run_1/clk_routes.png
Scale bar: 20 µm.
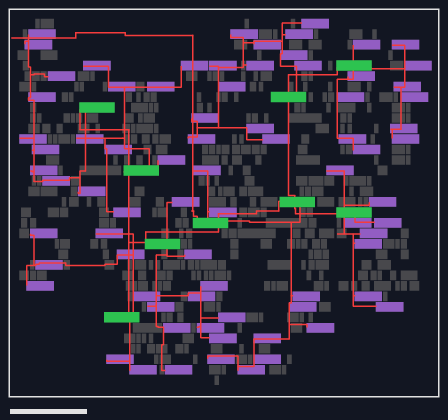
run_1/power_grid.png
Scale bar: 20 µm. Pins as bars on the die edge.
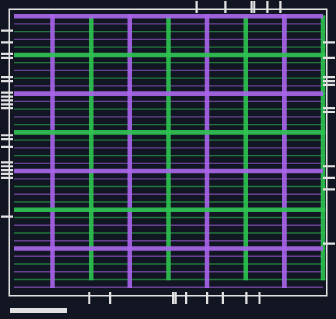
run_1/placement_by_type.png
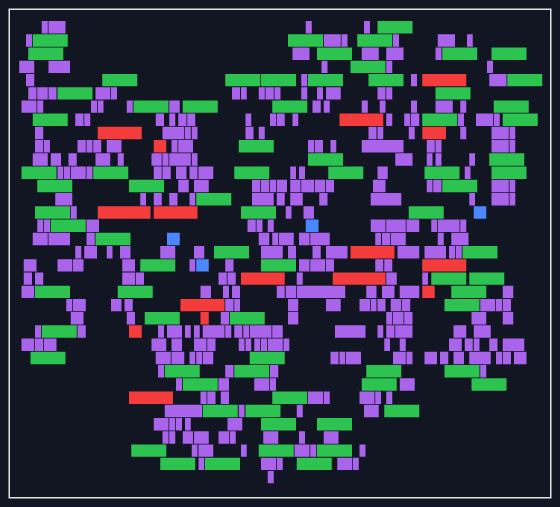
==> config.mk <==
export PLATFORM = sky130hd
export DESIGN_NAME = orb_frame_rx
export DESIGN_NICKNAME = d
export VERILOG_FILES = /design/src/rtl/orb_frame_rx.sv
export SDC_FILE = /design/constraint.sdc
export NUM_CORES = 1
export LEC_CHECK = 0
export CAP_MARGIN = 10
export CORE_ASPECT_RATIO = 0.9
export CORE_UTILIZATION = 35
export DETAILED_ROUTE_END_ITERATION = 12
export DONT_BUFFER_PORTS = 1
export PLACE_DENSITY = 0.48
export SYNTH_ARGS = -nofsm -noshare
export SYNTH_HDL_FRONTEND = slang
export SYNTH_SLANG_ARGS = --single-unit
==> constraint.sdc <==
create_clock -name clk -period 2.8 [get_ports clk]
set_input_delay 0.7 -clock clk [delete_from_list [all_inputs] [get_ports clk]]
set_output_delay 0.7 -clock clk [all_outputs]
set_load 0.005 [all_outputs]
==> summary.log <==
[setup_path] Critical Path Fanout Max 14
[clock_tree] hold-fix buffers at CTS 0
[clock_tree] Clock Tree Buf Depth 2
[clock_tree] CTS sink count 76
[floorplan] Starting Density 0.3621
[timing] Max Clk Rate 415.3 MHz
[clock_tree] CTS tree yes
[timing] final setup margin 0.3920 ns
[global_route] residual overflow from global routing 0
[timing] setup repair after global routing missed its margin false
[clock_tree] CTS buffer count 9
[setup_path] CP Data Arrival Time 2.67 ns
[synthesis] most frequent cells after synthesis 76 x dfxtp_1, 71 x nand2_1, 39 x a21oi_1
[synthesis] prevailing logic family in the synthesized netlist simple AND/OR/NAND/NOR gates
[synthesis] cell count in the Yosys report 445
[timing] Setup violations, final 0
[synthesis] leading area contributor after synthesis dfxtp_1
[placement] number of cells in the design after placement 558
[detailed_routing] 1st-iter DRT viols 197
[synthesis] adder and majority gate portion of the synthesized area 0.04346
[timing] Final Hold Violation Tally 0
[global_route] first-pass GRT wire length 14370 µm
[synthesis] parity-gate share of the synthesized area counting xor and xnor cells 0.03511
[power_and_ir_drop] net switching share of the total power 0.2040
[clock_tree] number of gates given a new drive strength after cts 0
[synthesis] area of the synthesized netlist per yosys stat 3742 µm²
[layout] ratio of cells with drive above 1 in the final layout 0.07640
[setup_path] capturing element type of the critical path flop
[setup_path] reg2reg setup slack 0.39 ns
[synthesis] proportion of synthesized chip area in sequential cells 0.4066
[detailed_routing] total via count after detailed routing 3089
[status] run status complete, but fails checks
[timing] clock period minus worst slack 2.408 ns
[detailed_routing] total DRC errors in the routed layout 4
[synthesis] Mux area share 0.04280
[clock_tree] H-tree Lvls 3
[synthesis] Syn Nets 463
[layout] Finished Layout Cells 574
[layout] layout overhead on the synthesized area 11.10%
[placement] HPWL after detailed placement 6036 µm
[synthesis] post-synthesis cell type count 57
[setup_path] number of cells traversed by the worst register-to-register path 7
[synthesis] complex-gate fraction of the synthesized area 0.1605
[clock_tree] clock-pin transition on the worst setup and hold timing paths 0.06 ns
[synthesis] gate count of the mapped netlist 445
[floorplan] Die Size 11110 µm²
[floorplan] num ports 46
[synthesis] main area contributors after synthesis dfxtp_1 41%, nand2_1 7.1%, a21oi_1 5.2%
[synthesis] proportion of synthesized flip-flops having asynchronous set or reset 0
[power_and_ir_drop] Net Sw Power 0.0004856 W
[synthesis] mean area per synthesized cell 8.410 µm²
[timing] post-route fraction of the period consumed by the critical path 0.8600
[synthesis] Post-synth EDFFs 0
[power_and_ir_drop] internal cell power 0.001895 W
[detailed_routing] antenna violation net count after detailed routing 0
[clock_tree] Root Buffer clkbuf_16
[synthesis] most instantiated flip-flop cell in the synthesis netlist dfxtp_1
[detailed_routing] drt first pass iters 8
[global_route] all-layer global routing usage 0.1648
[setup_path] critical setup path kind reg2reg
[flow_run] warning total across the stage logs 32
[status] violations in the final reports DRC
-- clk_routes.png (at the start) --
[purple] flip-flops | count: 76
[green] clock drivers | count: 9
[red] clock wires | length: 1050 µm
flops lie	spread over the die
routed clock nets	10
Skew-Pair Late Insertion Delay: 0.34 ns
relative contribution of the clock network to total power: 0.530
Power Clock: 0.00126 W
worst-case clock skew: 0.006555 ns

-- power_grid.png (at the start) --
color	net
purple	VSS
green	VDD
signal pins	46
rows	35
met5 straps	7
met4 straps	8
met1 rails	36
die height: 100.1 µm
CORE AREA: 10330 µm²
worst voltage drop across the vdd grid: 302.8 µV
Die Width: 111.0 µm

-- placement_by_type.png (at the start) --
color	class	cells	share of their area
green	sequential cells	76	38%
purple	combinational and other logic	349	53%
red	clock drivers and dummy loads	16	8.2%
blue	remaining buffers and delay cells	4	0.75%
final standard cell area without fillers: 4158 µm²
sequential share of cell area: 0.3659

[run 1: layout make-up]
type | instances | area, µm²
clock buffers | 10 | 239.0
inverters | 38 | 142.6
fillers | 1048 | 6177
multi-input cells | 311 | 1976
clock inverters | 6 | 87.58
well taps | 129 | 161.4
flip-flops and latches | 76 | 1521
repair buffers | 4 | 30.03
[run 1: placed cells by master, fill, tap and decap left out, types with 2 or more instances in the layout]
cell        instances
dfxtp_1            76
nand2_1            71
a21oi_1            39
inv_1              37
nor2_1             31
mux2i_1            16
nand3_1            15
xnor2_1            13
ha_1               13
o32ai_1            11
nand4_1            10
clkbuf_16           9
or4_1               8
o21ai_0             8
nor3_1              8
or3_1               6
nand2b_1            5
nor4_1              5
o31ai_1             5
o2111ai_1           4
buf_4               4
nor2b_1             3
o21a_1              3
clkinvlp_4          3
and4_1              2
and3_2              2
and3_1              2
and2_1              2
a211oi_1            2
a31o_2              2
xor2_1              2
bufinv_16           2
[run 1: metrics by stage]
stage / hold WS, ns / total power [W] / cell area, µm² / utilization
detailed placement: 0.4705 / 0.001143 / 3831 / 0.3707
CTS: 0.4257 / 0.002416 / 4158 / 0.4023
global route: 0.4154 / 0.002460 / 4158 / 0.4023
global placement: 0.4654 / 0.001143 / 3831 / 0.3707
floorplan: 0.4511 / 0.001145 / 3742 / -
finish: 0.4397 / 0.002380 / 4158 / 0.4023
[run 1: logic make-up (layout without fill, tap and decap cells)]
family | Yosys count | count (layout)
and+or+nand+nor | 180 | 180
AOI/OAI and AO/OA | 87 | 87
DFF | 76 | 76
buffers and inverters | 58 | 58
muxes | 16 | 16
xor gates and xnor gates | 15 | 15
adders and majority gates | 13 | 13
[run 1: metal layers]
| layer | up-vias | wire length (µm) | global-route usage |
|---|---|---|---|
| met2 | 76 | 3610 | 0.2433 |
| met1 | 1449 | 4374 | 0.2193 |
| met4 | 0 | 125 | 0.06955 |
| met3 | 9 | 476 | 0.05616 |
| met5 | - | 0 | 0 |
| li1 | 1555 | - | - |
[run 1: worst max-delay path: stages, from the launching register on]
cell and delay (ns):
dfxtp_1 0.35, inv_1 0.12, ha_1 0.14, nor2b_1 0.22
and3_1 0.36, nand4_2 0.40, or4_1 0.59, a21oi_1 0.15
[run 1: power by group through the flow]
| stage | clock (W) | combinational, W | sequential (W) |
|---|---|---|---|
| 3_3_place_gp | 0 | 0.0000309 | 0.00111 |
| 6_report | 0.00126 | 0.0000301 | 0.00109 |
| 2_1_floorplan | 0 | 0.0000335 | 0.00111 |
| 5_1_grt | 0.00134 | 0.0000346 | 0.00109 |
| 4_1_cts | 0.00130 | 0.0000307 | 0.00109 |
| 3_5_place_dp | 0 | 0.0000306 | 0.00111 |
Power figures rest on the tool's default switching activity, not on a simulated workload.
